`config.mk`:
```
export PLATFORM = sky130hd
export DESIGN_NAME = pipe_hazard_ctrl_flat
export DESIGN_NICKNAME = d
export VERILOG_FILES = /design/src/rtl/pipe_hazard_ctrl_pkg.sv /design/src/rtl/pipe_hazard_ctrl_if.sv /design/src/rtl/sat_counter.sv /design/src/rtl/pipe_hazard_ctrl.sv /design/src/flat_wrapper.sv
export SDC_FILE = /design/constraint.sdc
export NUM_CORES = 1
export LEC_CHECK = 0
export CORE_ASPECT_RATIO = 1.4
export CORE_MARGIN = 1.5
export CORE_UTILIZATION = 60
export CTS_CLUSTER_SIZE = 14
export DETAILED_ROUTE_END_ITERATION = 7
export DONT_BUFFER_PORTS = 1
export GPL_TIMING_DRIVEN = 0
export PLACE_DENSITY_LB_ADDON = 0.08
export SLEW_MARGIN = 5
export SYNTH_ARGS = -nofsm -noshare
export SYNTH_HDL_FRONTEND = slang
export SYNTH_HIERARCHICAL = 1
export SYNTH_SLANG_ARGS = --single-unit
```
`constraint.sdc`:
```
create_clock -name clk -period 3.84 [get_ports clk]
set_input_delay 0.768 -clock clk [delete_from_list [all_inputs] [get_ports clk]]
set_output_delay 0.768 -clock clk [all_outputs]
set_load 0.02 [all_outputs]
```
`src/rtl/pipe_hazard_ctrl_pkg.sv`:
```
// Shared types for the pipeline hazard controller: forwarding selects,
// shadow-stage metadata records and the destination-match helper.
package pipe_pkg;

    // Register address width the shadow records are built with; the
    // controller's REG_AW parameter defaults to this value and must track it.
    localparam int META_AW = 5;

    typedef enum logic [1:0] {
        FWD_RF    = 2'b00,
        FWD_EXMEM = 2'b01,
        FWD_MEMWB = 2'b10
    } fwd_sel_t;

    // Destination metadata carried by every shadow stage.
    typedef struct packed {
        logic               valid;
        logic [META_AW-1:0] rd;
        logic               regwrite;
        logic               memread;
    } stage_meta_t;

    // ID/EX additionally remembers which sources the instruction reads,
    // because forwarding selects are computed for the instruction in EX.
    typedef struct packed {
        stage_meta_t        meta;
        logic [META_AW-1:0] rs1;
        logic [META_AW-1:0] rs2;
        logic               use1;
        logic               use2;
    } idex_meta_t;

    // True when the stage will write register src; x0 never counts.
    function automatic logic dest_hit(stage_meta_t s, logic [META_AW-1:0] src);
        return s.valid && s.regwrite && (s.rd != '0) && (s.rd == src);
    endfunction

endpackage

```
`src/rtl/pipe_hazard_ctrl_if.sv`:
```
// Bundle between the pipeline datapath (master) and the hazard
// controller (slave). The master presents the decoded ID instruction plus
// EX redirect and memory busy; the slave returns stall/flush/freeze
// controls, EX operand selects and event counters. All signals are
// level-sensitive and sampled at the pipeline clock edge; there is no
// valid/ready pairing because every field is evaluated every cycle.
interface pipe_hazard_ctrl_if #(
    parameter int REG_AW = 5,
    parameter int CNT_W  = 16
);
    logic              id_valid;
    logic [REG_AW-1:0] id_rs1;
    logic [REG_AW-1:0] id_rs2;
    logic              id_use_rs1;
    logic              id_use_rs2;
    logic [REG_AW-1:0] id_rd;
    logic              id_regwrite;
    logic              id_memread;
    logic              ex_redirect;
    logic              mem_busy;

    logic              stall_if;
    logic              stall_id;
    logic              flush_id;
    logic              flush_ex;
    logic              freeze;
    logic [1:0]        fwd_a;
    logic [1:0]        fwd_b;
    logic [CNT_W-1:0]  stall_cnt;
    logic [CNT_W-1:0]  flush_cnt;

    modport master (
        output id_valid, id_rs1, id_rs2, id_use_rs1, id_use_rs2,
               id_rd, id_regwrite, id_memread, ex_redirect, mem_busy,
        input  stall_if, stall_id, flush_id, flush_ex, freeze,
               fwd_a, fwd_b, stall_cnt, flush_cnt
    );

    modport slave (
        input  id_valid, id_rs1, id_rs2, id_use_rs1, id_use_rs2,
               id_rd, id_regwrite, id_memread, ex_redirect, mem_busy,
        output stall_if, stall_id, flush_id, flush_ex, freeze,
               fwd_a, fwd_b, stall_cnt, flush_cnt
    );
endinterface

```
`src/rtl/sat_counter.sv`:
```
// Event counter that sticks at its maximum value instead of wrapping.
module sat_counter #(
    parameter int CNT_W = 16
) (
    input  logic             clk,
    input  logic             rst,
    input  logic             inc,
    output logic [CNT_W-1:0] count
);
    localparam logic [CNT_W-1:0] ONE = {{(CNT_W-1){1'b0}}, 1'b1};

    // Count each cycle with inc high, holding once all ones is reached.
    always_ff @(posedge clk or posedge rst) begin
        if (rst) begin
            count <= '0;
        end else if (inc && (count != '1)) begin
            count <= count + ONE;
        end
    end
endmodule

```
`src/rtl/pipe_hazard_ctrl.sv`:
```
// Hazard, stall and forwarding controller for the 5-stage pipeline.
// Tracks destination metadata for ID/EX, EX/MEM and MEM/WB in a shadow
// pipeline and derives load-use / RAW stalls, redirect flushes, EX operand
// forwarding selects and the global memory freeze.
module pipe_hazard_ctrl
    import pipe_pkg::*;
#(
    parameter int REG_AW    = META_AW,
    parameter bit FWD_EN    = 1'b1,
    parameter bit RF_BYPASS = 1'b1,
    parameter int CNT_W     = 16
) (
    input logic               clk,
    input logic               rst,
    pipe_hazard_ctrl_if.slave bus
);
    idex_meta_t  idex_q;
    stage_meta_t exmem_q;
    stage_meta_t memwb_q;
    idex_meta_t  id_entry;

    logic [REG_AW-1:0] id_rs1;
    logic [REG_AW-1:0] id_rs2;
    logic [REG_AW-1:0] id_rd;

    logic rs1_live, rs2_live;
    logic hit_idex, hit_exmem, hit_memwb;
    logic raw_hazard;

    logic stall_if, stall_id, flush_id, flush_ex, freeze;
    fwd_sel_t fwd_a, fwd_b;
    logic [CNT_W-1:0] stall_cnt, flush_cnt;

    assign id_rs1 = bus.id_rs1;
    assign id_rs2 = bus.id_rs2;
    assign id_rd  = bus.id_rd;

    // Pack the ID instruction into the record that ID/EX will capture.
    always_comb begin
        id_entry               = '0;
        id_entry.meta.valid    = bus.id_valid;
        id_entry.meta.rd       = id_rd;
        id_entry.meta.regwrite = bus.id_regwrite;
        id_entry.meta.memread  = bus.id_memread;
        id_entry.rs1           = id_rs1;
        id_entry.rs2           = id_rs2;
        id_entry.use1          = bus.id_use_rs1;
        id_entry.use2          = bus.id_use_rs2;
    end

    // Match the ID sources against each older in-flight destination.
    always_comb begin
        rs1_live  = bus.id_valid && bus.id_use_rs1 && (id_rs1 != '0);
        rs2_live  = bus.id_valid && bus.id_use_rs2 && (id_rs2 != '0);
        hit_idex  = (rs1_live && dest_hit(idex_q.meta, id_rs1)) ||
                    (rs2_live && dest_hit(idex_q.meta, id_rs2));
        hit_exmem = (rs1_live && dest_hit(exmem_q, id_rs1)) ||
                    (rs2_live && dest_hit(exmem_q, id_rs2));
        hit_memwb = (rs1_live && dest_hit(memwb_q, id_rs1)) ||
                    (rs2_live && dest_hit(memwb_q, id_rs2));
    end

    // Decide whether the ID instruction must wait. With forwarding only a
    // load directly ahead blocks; without it any older writer still in
    // flight does. Without RF write-through a WB writer blocks as well.
    always_comb begin
        raw_hazard = 1'b0;
        if (FWD_EN) begin
            raw_hazard = hit_idex && idex_q.meta.memread;
        end else begin
            raw_hazard = hit_idex || hit_exmem;
        end
        if (!RF_BYPASS) begin
            raw_hazard = raw_hazard || hit_memwb;
        end
    end

    // Pipeline control: freeze beats redirect, redirect beats stall.
    always_comb begin
        stall_if = 1'b0;
        stall_id = 1'b0;
        flush_id = 1'b0;
        flush_ex = 1'b0;
        freeze   = bus.mem_busy;
        if (!bus.mem_busy) begin
            if (bus.ex_redirect) begin
                flush_id = 1'b1;
                flush_ex = 1'b1;
            end else if (raw_hazard) begin
                stall_if = 1'b1;
                stall_id = 1'b1;
                flush_ex = 1'b1;
            end
        end
    end

    // EX operand selects for the instruction now in ID/EX; the younger
    // EX/MEM result wins over MEM/WB.
    always_comb begin
        fwd_a = FWD_RF;
        fwd_b = FWD_RF;
        if (FWD_EN && idex_q.meta.valid) begin
            if (idex_q.use1) begin
                if (dest_hit(exmem_q, idex_q.rs1)) begin
                    fwd_a = FWD_EXMEM;
                end else if (dest_hit(memwb_q, idex_q.rs1)) begin
                    fwd_a = FWD_MEMWB;
                end
            end
            if (idex_q.use2) begin
                if (dest_hit(exmem_q, idex_q.rs2)) begin
                    fwd_b = FWD_EXMEM;
                end else if (dest_hit(memwb_q, idex_q.rs2)) begin
                    fwd_b = FWD_MEMWB;
                end
            end
        end
    end

    // Advance the shadow pipeline unless frozen; a flush_ex inserts a bubble.
    always_ff @(posedge clk or posedge rst) begin
        if (rst) begin
            idex_q  <= '0;
            exmem_q <= '0;
            memwb_q <= '0;
        end else if (!freeze) begin
            idex_q  <= flush_ex ? '0 : id_entry;
            exmem_q <= idex_q.meta;
            memwb_q <= exmem_q;
        end
    end

    sat_counter #(.CNT_W(CNT_W)) u_stall_cnt (
        .clk   (clk),
        .rst   (rst),
        .inc   (stall_id),
        .count (stall_cnt)
    );

    sat_counter #(.CNT_W(CNT_W)) u_flush_cnt (
        .clk   (clk),
        .rst   (rst),
        .inc   (flush_id),
        .count (flush_cnt)
    );

    assign bus.stall_if  = stall_if;
    assign bus.stall_id  = stall_id;
    assign bus.flush_id  = flush_id;
    assign bus.flush_ex  = flush_ex;
    assign bus.freeze    = freeze;
    assign bus.fwd_a     = fwd_a;
    assign bus.fwd_b     = fwd_b;
    assign bus.stall_cnt = stall_cnt;
    assign bus.flush_cnt = flush_cnt;

endmodule

```
`src/flat_wrapper.sv`:
```
// flat-port wrapper written by rule: the top's interface ports become plain ports
module pipe_hazard_ctrl_flat import pipe_pkg::*;
#(
    parameter int REG_AW    = META_AW,
    parameter bit FWD_EN    = 1'b1,
    parameter bit RF_BYPASS = 1'b1,
    parameter int CNT_W     = 16
)
  (clk, rst, bus_id_valid, bus_id_rs1, bus_id_rs2, bus_id_use_rs1, bus_id_use_rs2, bus_id_rd, bus_id_regwrite, bus_id_memread, bus_ex_redirect, bus_mem_busy, bus_stall_if, bus_stall_id, bus_flush_id, bus_flush_ex, bus_freeze, bus_fwd_a, bus_fwd_b, bus_stall_cnt, bus_flush_cnt);
  pipe_hazard_ctrl_if #(.REG_AW(REG_AW), .CNT_W(CNT_W)) bus_i ();
  input logic clk;
  input logic rst;
  input wire logic [$bits(bus_i.id_valid)-1:0] bus_id_valid;
  input wire logic [$bits(bus_i.id_rs1)-1:0] bus_id_rs1;
  input wire logic [$bits(bus_i.id_rs2)-1:0] bus_id_rs2;
  input wire logic [$bits(bus_i.id_use_rs1)-1:0] bus_id_use_rs1;
  input wire logic [$bits(bus_i.id_use_rs2)-1:0] bus_id_use_rs2;
  input wire logic [$bits(bus_i.id_rd)-1:0] bus_id_rd;
  input wire logic [$bits(bus_i.id_regwrite)-1:0] bus_id_regwrite;
  input wire logic [$bits(bus_i.id_memread)-1:0] bus_id_memread;
  input wire logic [$bits(bus_i.ex_redirect)-1:0] bus_ex_redirect;
  input wire logic [$bits(bus_i.mem_busy)-1:0] bus_mem_busy;
  output wire logic [$bits(bus_i.stall_if)-1:0] bus_stall_if;
  output wire logic [$bits(bus_i.stall_id)-1:0] bus_stall_id;
  output wire logic [$bits(bus_i.flush_id)-1:0] bus_flush_id;
  output wire logic [$bits(bus_i.flush_ex)-1:0] bus_flush_ex;
  output wire logic [$bits(bus_i.freeze)-1:0] bus_freeze;
  output wire logic [$bits(bus_i.fwd_a)-1:0] bus_fwd_a;
  output wire logic [$bits(bus_i.fwd_b)-1:0] bus_fwd_b;
  output wire logic [$bits(bus_i.stall_cnt)-1:0] bus_stall_cnt;
  output wire logic [$bits(bus_i.flush_cnt)-1:0] bus_flush_cnt;
  assign bus_i.id_valid = bus_id_valid;
  assign bus_i.id_rs1 = bus_id_rs1;
  assign bus_i.id_rs2 = bus_id_rs2;
  assign bus_i.id_use_rs1 = bus_id_use_rs1;
  assign bus_i.id_use_rs2 = bus_id_use_rs2;
  assign bus_i.id_rd = bus_id_rd;
  assign bus_i.id_regwrite = bus_id_regwrite;
  assign bus_i.id_memread = bus_id_memread;
  assign bus_i.ex_redirect = bus_ex_redirect;
  assign bus_i.mem_busy = bus_mem_busy;
  assign bus_stall_if = bus_i.stall_if;
  assign bus_stall_id = bus_i.stall_id;
  assign bus_flush_id = bus_i.flush_id;
  assign bus_flush_ex = bus_i.flush_ex;
  assign bus_freeze = bus_i.freeze;
  assign bus_fwd_a = bus_i.fwd_a;
  assign bus_fwd_b = bus_i.fwd_b;
  assign bus_stall_cnt = bus_i.stall_cnt;
  assign bus_flush_cnt = bus_i.flush_cnt;
  pipe_hazard_ctrl #(.REG_AW(REG_AW), .FWD_EN(FWD_EN), .RF_BYPASS(RF_BYPASS), .CNT_W(CNT_W)) u_core (.clk(clk), .rst(rst), .bus(bus_i));
endmodule
```
Fig. 1: run 1, sizing map
The bar under the picture is 20 µm long.
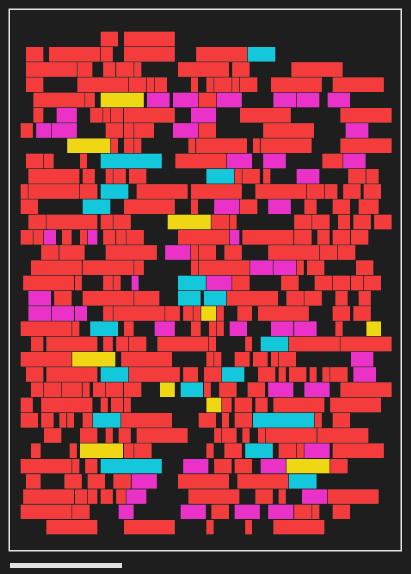
Key: cyan = _6 and larger [cells 18, share 5.2%, most used clkbuf_8]; yellow = _3 and _4 cells [cells 10, share 2.9%, most used buf_4]; magenta = _2 cells [cells 48, share 14%, most used mux2_2]; red = _0 and _1 cells [cells 272, share 78%, most used dfrtp_1]
setup slack of the critical path after layout: 474 ps
post-route design area: 0.00407 mm²

Fig. 2: run 1, routing congestion
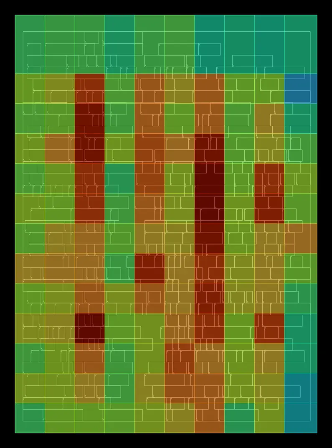
overall routing resource usage: 25.8%
met3 track demand over resource in global routing: 7.02%

Fig. 3: run 1, met2 routing
The bar under the picture is 20 µm long. Cells faint in the background.
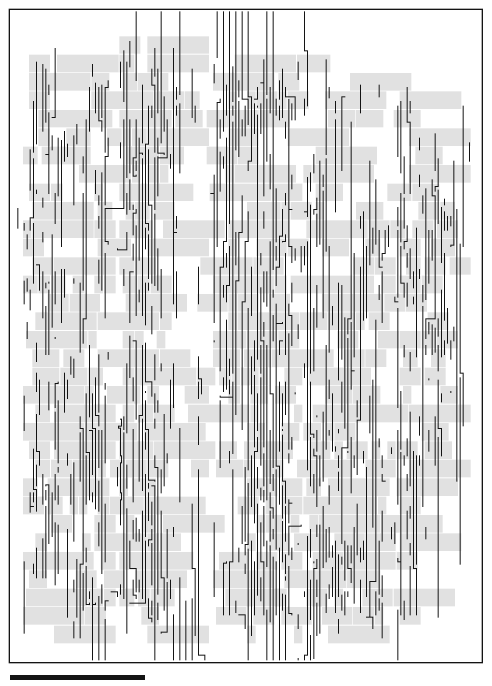
The longest straight run is 40.1 µm. The layer carries 4400 µm of wire. The layer holds 53% of the routed length. The wires run mostly vertical.
routed wire length: 8310 µm
overall via count from detail_route: 2744

-- run 1: worst min-delay path by stage --
stage / from / to / slack, ps / depth (start not counted)
after floorplan: u_core/idex_q[12]$_DFFE_PP0N_ / u_core/idex_q[12]$_DFFE_PP0N_ / 460 / 2
after CTS: rst / u_core/u_stall_cnt/count[5]$_DFFE_PP0P_ / 380 / 1
after global routing: rst / u_core/u_flush_cnt/count[14]$_DFFE_PP0P_ / 410 / 1
after global placement: u_core/idex_q[12]$_DFFE_PP0N_ / u_core/idex_q[12]$_DFFE_PP0N_ / 470 / 2
after detailed placement: u_core/idex_q[12]$_DFFE_PP0N_ / u_core/idex_q[12]$_DFFE_PP0N_ / 480 / 2
final: rst / u_core/u_flush_cnt/count[15]$_DFFE_PP0P_ / 370 / 1
-- run 1: layer usage --
metal	vias up	routed length [µm]
li1	1264	-
met3	10	487
met4	0	176
met5	-	0
met2	78	4400
met1	1392	3250
-- run 1: final cells by class --
| class | count | area [µm²] |
|---|---|---|
| buffer | 16 | 105 |
| clock buffer | 11 | 151 |
| clock inverter | 5 | 100 |
| fill | 467 | 1880 |
| inverter | 4 | 15.0 |
| multi-input combinational | 246 | 1960 |
| sequential | 66 | 1650 |
| tap | 70 | 87.6 |
-- run 1: cells by family after synthesis --
group	count (synthesis)	synth area share [%]
simple gates	116	18.7
compound gates	57	15.2
xor+xnor	51	12.0
flops	66	44.3
mux	20	5.97
buf+inv	20	3.22
fa+ha+maj	2	0.671
-- run 1: flip-flops by register name, summed over array words and instances, names as in the netlist --
name                      cells
u_core/u_stall_cnt/count     16
u_core/idex_q                20
u_core/exmem_q                7
u_core/memwb_q                7
u_core/u_flush_cnt/count     16
==> datasheet_impl.txt, run 1 <==
Implementation parameters

Parameter                              Value

Outcome
  Status .................. complete, no violations

GRT
  Top Usage Layer GRT .................. met2
  Met1 usage .................. 29.2%
  Congestion Overflow GR .................. 0
  Met2 usage .................. 45.8%

Die
  Row count .................. 33

Critical path
  Endpoint class of the critical path .................. primary output
  Worst Path Class, Setup .................. register to primary output
  Data arrival time at the worst-slack endpoint .................. 2600 ps
  Sort of element at the start of the critical path .................. register
  Worst reg2reg path startpoint .................. u_core/idex_q[18]$_DFFE_PP0N_
  Number of cell instances on the worst register-to-register path .................. 9

Routing
  Number of search-and-repair iterations in the first detailed-routing pass .................. 6

Yosys
  Area of the synthesized netlist per yosys stat .................. 0.00373 mm²
  Top cell type's share of synthesized area .................. 44.3%
  Most used flip-flop cell after synthesis .................. sky130_fd_sc_hd__dfrtp_1
  Commonest cells in the netlist .................. sky130_fd_sc_hd__dfrtp_1, sky130_fd_sc_hd__xnor2_1, sky130_fd_sc_hd__nand2_1
  Share of the yosys chip area belonging to registers .................. 44.3%
  Count of distinct cell types in the synthesized netlist .................. 42
  Dominant cell type by area after synthesis .................. sky130_fd_sc_hd__dfrtp_1

Final timing
  Highest clock frequency the design can meet .................. 297 MHz
  Time the final worst path needs with I/O delays and setup .................. 3370 ps
  Worst relative slew slack .................. 39.6%
  Post-route setup TNS .................. 0 ps
  Post-route clock period utilization .................. 87.7%
  Tightest Pin Transition .................. 897 ps

CTS
  Clock tree root driver cell .................. sky130_fd_sc_hd__clkbuf_8
  Clock network latency to the later pin of the worst-skew pair .................. 340 ps
  Clock tree from TritonCTS .................. done

Pwr
  Power after layout .................. 1.94 mW
  Portion of total power attributed to the clock network .................. 37.3%
  Worst supply voltage drop on vdd .................. 426 µV
  Power group with the largest share .................. registers
  Pint .................. 1.39 mW

Final layout
  Final design utilization .................. 68.4%
  Most common logic cell in the routed design .................. sky130_fd_sc_hd__dfrtp_1

Flow run
  Max Cap Violations .................. 0

Placed design
  Port Buffers .................. 0
  Total cell area at the placement stage .................. 0.00382 mm²
==> inputs of run 2 (changes only) <==
--- a/config.mk
+++ b/config.mk
@@ -13,7 +13,7 @@
 export DONT_BUFFER_PORTS = 1
 export GPL_TIMING_DRIVEN = 0
 export PLACE_DENSITY_LB_ADDON = 0.08
-export SLEW_MARGIN = 5
+export SLEW_MARGIN = 20
 export SYNTH_ARGS = -nofsm -noshare
 export SYNTH_HDL_FRONTEND = slang
 export SYNTH_HIERARCHICAL = 1
Fig. 4: run 2, a small window of the routed layout
The bar under the picture is 10 µm long. Window x 15 to 55, y 9 to 49 µm. Cells in gray, sequential cells in the stronger gray; small squares are vias.
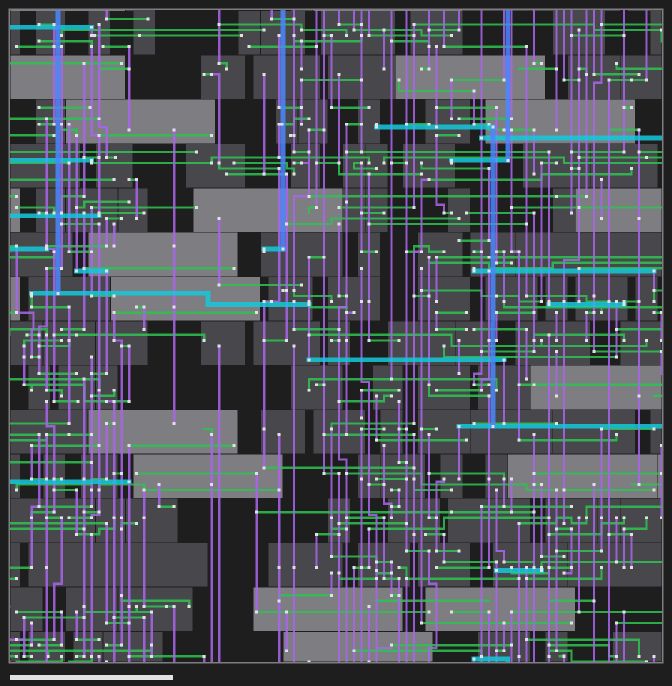
Key: green = metal 1; cyan = metal 3; blue = metal 4; purple = metal 2
117 logic cells have their middle in the window. Most frequent: xnor2_1 (15), dfrtp_1 (15), nand2_1 (13). Netlist names of flops here include u_core/idex_q (7), u_core/u_stall_cnt/count (6), u_core/exmem_q (2). Sequential cells in the window: 15.

Fig. 5: run 2, met2 routing
The bar under the picture is 20 µm long. Cells faint in the background.
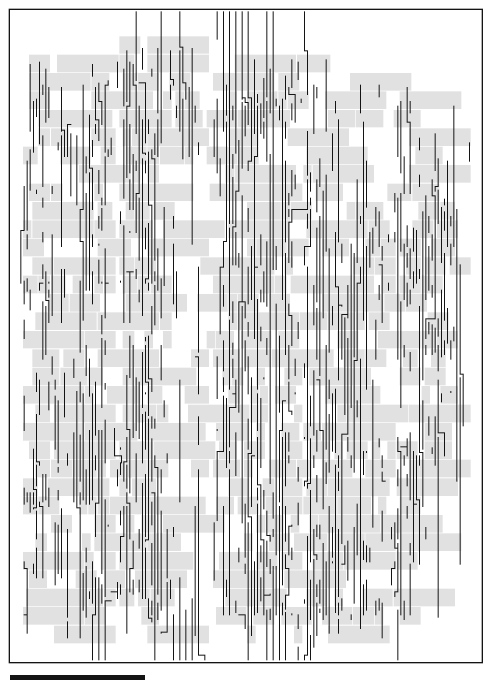
The layer carries 4380 µm of wire. The wires run mostly vertical.
met2 usage: 46.0%
routed wire length: 8240 µm
overall via count from detail_route: 2723

Fig. 6: run 2, sizing map
The bar under the picture is 20 µm long.
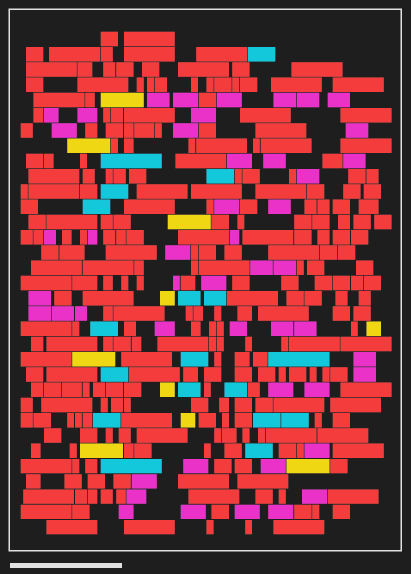
Key: magenta = _2 cells [cells 48, share 14%, most used mux2_2]; yellow = _3 and _4 cells [cells 10, share 2.9%, most used buf_4]; cyan = _6 and larger [cells 18, share 5.2%, most used clkbuf_8]; red = _0 and _1 cells [cells 272, share 78%, most used dfrtp_1]

==> datasheet_impl.txt, run 2 <==
Implementation parameters

Parameter                              Value

Outcome
  Status .................. complete, no violations (unchanged)

Yosys
  Fraction of registers with async set or reset after synthesis .................. 100% (unchanged)
  Area of the synthesized netlist per yosys stat .................. 0.00373 mm² (unchanged)
  Share of the yosys chip area belonging to registers .................. 44.3% (unchanged)
  Top cell type's share of synthesized area .................. 44.3% (unchanged)
  Simple Share, Synth .................. 18.7% (unchanged)
  Count of distinct cell types in the synthesized netlist .................. 42 (unchanged)
  Yosys stat cell total .................. 332 (unchanged)
  Area share of and-or/or-and cells after synthesis .................. 15.2% (unchanged)
  Adder-Cell Fraction of Synth Area .................. 0.671% (unchanged)
  Portion of netlist area occupied by mux cells .................. 5.97% (unchanged)
  Commonest cells in the netlist .................. sky130_fd_sc_hd__dfrtp_1, sky130_fd_sc_hd__xnor2_1, sky130_fd_sc_hd__nand2_1 (unchanged)
  Most used flip-flop cell after synthesis .................. sky130_fd_sc_hd__dfrtp_1 (unchanged)

Routing
  Wire length on met1 .................. 3180 µm (was 3250 µm)
  Top layer reached by signal wires .................. met4 (unchanged)
  Number of search-and-repair iterations in the first detailed-routing pass .................. 4 (was 6)
  DR WL met2 .................. 4380 µm (was 4400 µm)
  Amount of wire on met3 after detailed routing .................. 519 µm (was 487 µm)

Die
  Row count .................. 33 (unchanged)

Placed design
  Port Buffers .................. 0 (unchanged)
  Detailed placement HPWL .................. 6040 µm (was 6030 µm)

Critical path
  Worst reg2reg path startpoint .................. u_core/idex_q[18]$_DFFE_PP0N_ (unchanged)
  Data arrival time at the worst-slack endpoint .................. 2570 ps (was 2600 ps)
  Worst Path Class, Setup .................. register to primary output (unchanged)
  Sort of element at the start of the critical path .................. register (unchanged)
  Endpoint class of the critical path .................. primary output (unchanged)

Final layout
  Reg with most FFs .................. u_core/idex_q (unchanged)
  Number of flip-flops under the largest register name .................. 20 (unchanged)
  Count of fill cells added during filler insertion .................. 470 (was 467)
  Most common logic cell in the routed design .................. sky130_fd_sc_hd__dfrtp_1 (unchanged)
  Area taken by flip-flops and latches .................. 0.00165 mm² (unchanged)
  Largest registers .................. u_core/idex_q: 20 flops, u_core/u_flush_cnt/count: 16 flops, u_core/u_stall_cnt/count: 16 flops (unchanged)
  Area occupied by multi-input gates .................. 0.00196 mm² (unchanged)

CTS
  Clock tree from TritonCTS .................. done (unchanged)
  Clock network latency to the later pin of the worst-skew pair .................. 340 ps (about the same)

Final timing
  Post-route setup TNS .................. 0 ps (unchanged)
  Post-route clock period utilization .................. 87.0% (was 87.7%)
  Highest clock frequency the design can meet .................. 299 MHz (was 297 MHz)
  Time the final worst path needs with I/O delays and setup .................. 3340 ps (was 3370 ps)
  Worst relative slew slack .................. 39.6% (about the same)
  Tightest Pin Transition .................. 897 ps (about the same)

GRT
  Met1 usage .................. 28.6% (was 29.2%)
  Met3 track demand over resource in global routing .................. 8.27% (was 7.02%)
  Overall routing resource usage .................. 25.7% (was 25.8%)
  Congestion Overflow GR .................. 0 (unchanged)
  Top Usage Layer GRT .................. met2 (unchanged)

Pwr
  Worst supply voltage drop on vdd .................. 428 µV (was 426 µV)

Flow run
  Max Cap Violations .................. 0 (unchanged)
[run 2: cell counts after synthesis]
No cell type changed its count.
[run 2: power by group]
group | switching [mW] | internal [mW] | total (mW)
clock network | 0.260 | 0.465 | 0.725
registers | 0.160 | 0.778 | 0.938
logic | 0.131 | 0.148 | 0.279
total | 0.551 | 1.39 | 1.94
[run 2: final timing paths]
check,slack (ps),endpoint,cells past startpoint
worst max-delay path,500,bus_stall_if,6
worst min-delay path,370,u_core/u_stall_cnt/count[5]$_DFFE_PP0P_,1
worst max register to register,760,u_core/u_stall_cnt/count[14]$_DFFE_PP0P_,9
worst min register to register,500,u_core/idex_q[12]$_DFFE_PP0N_,2
max in group asynchronous,2960,u_core/idex_q[8]$_DFFE_PP0N_,1
min in group clk,500,u_core/idex_q[12]$_DFFE_PP0N_,2
[run 2: per-stage QoR]
step | total power, mW | worst slack, ps | util (%) | area, µm² | instances
global route | 2.03 | 302 | 68.4 | 4070 | 418
finish | 1.94 | 500 | 68.4 | 4070 | 418
global placement | 1.22 | 544 | 64.2 | 3820 | 402
CTS | 1.96 | 444 | 68.4 | 4070 | 418
floorplan | 1.16 | 876 | - | 3730 | 332
detailed placement | 1.23 | 508 | 64.2 | 3820 | 402
[run 2: layout make-up]
type / count / area share [%]
Multi-Input combinational cell: 246 / 48.1
Clock buffer: 11 / 3.72
Tap cell: 70 / 2.15
Sequential cell: 66 / 40.6
Inverter: 4 / 0.369
Buffer: 16 / 2.58
Clock inverter: 5 / 2.46
[run 2: logic make-up (layout without fill, tap and decap cells)]
logic type | after synthesis | count (layout)
multiplexers | 20 | 20
AND-OR/OR-AND | 57 | 57
adder cells (fa/ha/maj) | 2 | 2
AND/OR/NAND/NOR | 116 | 116
XOR/XNOR | 51 | 51
buffers and inverters | 20 | 36
flip-flops | 66 | 66
==> inputs of run 3 (changes only) <==
--- a/config.mk
+++ b/config.mk
@@ -8,9 +8,9 @@
 export CORE_ASPECT_RATIO = 1.4
 export CORE_MARGIN = 1.5
 export CORE_UTILIZATION = 60
-export CTS_CLUSTER_SIZE = 14
 export DETAILED_ROUTE_END_ITERATION = 7
 export DONT_BUFFER_PORTS = 1
+export GPL_ROUTABILITY_DRIVEN = 0
 export GPL_TIMING_DRIVEN = 0
 export PLACE_DENSITY_LB_ADDON = 0.08
 export SLEW_MARGIN = 20
==> datasheet_impl.txt, run 3 <==
Implementation parameters

Parameter                              Value

Outcome
  Status .................. complete, no violations (unchanged)

Critical path
  Critical Path Stages .................. 6 (unchanged)
  Sort of element at the start of the critical path .................. register (unchanged)
  Capturing instance or port of the critical path .................. bus_stall_if (unchanged)
  Worst reg2reg path startpoint .................. u_core/idex_q[18]$_DFFE_PP0N_ (unchanged)
  Data arrival time at the worst-slack endpoint .................. 2570 ps (about the same)
  Endpoint class of the critical path .................. primary output (unchanged)
  R2R setup slack .................. 760 ps (about the same)
  Number of cell instances on the worst register-to-register path .................. 9 (unchanged)
  Worst Path Class, Setup .................. register to primary output (unchanged)

Pwr
  Worst supply voltage drop on vdd .................. 428 µV (unchanged)

Die
  Row count .................. 33 (unchanged)

Yosys
  Count of distinct cell types in the synthesized netlist .................. 42 (unchanged)
  Yosys stat cell total .................. 332 (unchanged)
  Commonest cells in the netlist .................. sky130_fd_sc_hd__dfrtp_1, sky130_fd_sc_hd__xnor2_1, sky130_fd_sc_hd__nand2_1 (unchanged)
  Top post-synthesis cells by area .................. sky130_fd_sc_hd__dfrtp_1, sky130_fd_sc_hd__xnor2_1, sky130_fd_sc_hd__o31ai_2 (unchanged)
  Top cell type's share of synthesized area .................. 44.3% (unchanged)
  Dominant cell type by area after synthesis .................. sky130_fd_sc_hd__dfrtp_1 (unchanged)
  Share of the yosys chip area belonging to registers .................. 44.3% (unchanged)
  Most used flip-flop cell after synthesis .................. sky130_fd_sc_hd__dfrtp_1 (unchanged)

Flow run
  Max Cap Violations .................. 0 (unchanged)

Placed design
  Detailed placement HPWL .................. 6040 µm (unchanged)
  Total cell area at the placement stage .................. 0.00382 mm² (unchanged)
  Port Buffers .................. 0 (unchanged)
  Pre-CTS setup slack .................. 508 ps (unchanged)

Routing
  Overall via count from detail_route .................. 2723 (unchanged)
  Routed wire length .................. 8240 µm (unchanged)

Final layout
  Number of flip-flops under the largest register name .................. 20 (unchanged)
  Area taken by flip-flops and latches .................. 0.00165 mm² (unchanged)
  Count of fill cells added during filler insertion .................. 470 (unchanged)
  Largest registers .................. u_core/idex_q: 20 flops, u_core/u_flush_cnt/count: 16 flops, u_core/u_stall_cnt/count: 16 flops (unchanged)
  Reg with most FFs .................. u_core/idex_q (unchanged)
  Post-route design area .................. 0.00407 mm² (unchanged)
  Area occupied by multi-input gates .................. 0.00196 mm² (unchanged)

Final timing
  Highest clock frequency the design can meet .................. 299 MHz (unchanged)
  Post-route setup TNS .................. 0 ps (unchanged)
  Time the final worst path needs with I/O delays and setup .................. 3340 ps (unchanged)
  Setup slack of the critical path after layout .................. 500 ps (unchanged)
  Post-route clock period utilization .................. 87.0% (unchanged)
  Tightest Pin Transition .................. 897 ps (unchanged)

CTS
  Clock tree from TritonCTS .................. done (unchanged)
  Clock tree root driver cell .................. sky130_fd_sc_hd__clkbuf_8 (unchanged)
run 3: logic make-up after synthesis:
| group | Yosys count | synth area share, % |
|---|---|---|
| AND-OR/OR-AND | 57 | 15.2 |
| XOR/XNOR | 51 | 12.0 |
| adder cells (fa/ha/maj) | 2 | 0.671 |
| buffers and inverters | 20 | 3.22 |
| flip-flops | 66 | 44.3 |
| multiplexers | 20 | 5.97 |
| AND/OR/NAND/NOR | 116 | 18.7 |
run 3: final cells by class:
cell class                      count  share of cell area, %
Multi-Input combinational cell    246                   48.1
Sequential cell                    66                   40.6
Clock buffer                       11                   3.72
Buffer                             16                   2.58
Clock inverter                      5                   2.46
Tap cell                           70                   2.15
Inverter                            4                  0.369
run 3: per-layer routing:
layer / routed length, µm / track usage [%] / part of all wire (%)
met5: 0 / 0 / 0
met1: 3180 / 28.6 / 39
met2: 4380 / 46.0 / 53
met3: 519 / 8.27 / 6.3
met4: 161 / 10.3 / 2.0
run 3: report_power, final:
| group | internal [mW] | switching (mW) | leakage (nW) |
|---|---|---|---|
| Sequential | 0.778 | 0.160 | 0.855 |
| Combinational | 0.148 | 0.131 | 0.705 |
| Clock | 0.465 | 0.260 | 0.129 |
run 3: per-stage QoR:
step | util [%] | hold slack, ps | cells
3_3_place_gp | 64.2 | 472 | 402
2_1_floorplan | - | 456 | 332
3_5_place_dp | 64.2 | 481 | 402
4_1_cts | 68.4 | 387 | 418
5_1_grt | 68.4 | 413 | 418
6_report | 68.4 | 374 | 418
Fig. 7: run 3, a small window of the routed layout
The bar under the picture is 10 µm long. Window x 15 to 55, y 9 to 49 µm. Cells in gray, sequential cells in the stronger gray; small squares are vias.
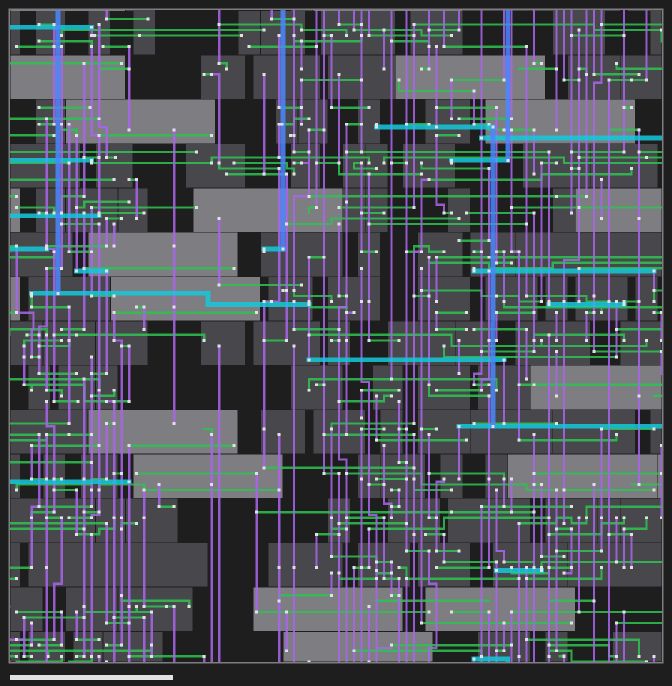
Key: cyan = metal 3; green = metal 1; blue = metal 4; purple = metal 2
117 logic cells have their middle in the window. Netlist names of flops here include u_core/idex_q (7), u_core/u_stall_cnt/count (6), u_core/exmem_q (2). Most frequent: xnor2_1 (15), dfrtp_1 (15), nand2_1 (13). Sequential cells in the window: 15.

Fig. 8: run 3, routing congestion
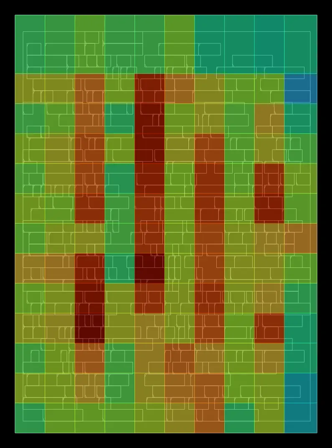
overall routing resource usage: 25.7%
met3 track demand over resource in global routing: 8.27%

Fig. 9: run 3, signal wires on met1
The bar under the picture is 20 µm long. Supply wires on this layer in gray. Cells faint in the background.
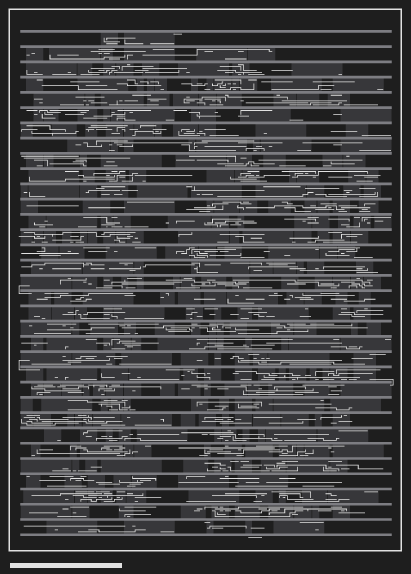
The wires run mostly horizontal. The layer holds 39% of the routed length. 331 nets have wire on it.
met1 usage: 28.6%

Power is estimated from default activity; no workload was simulated.
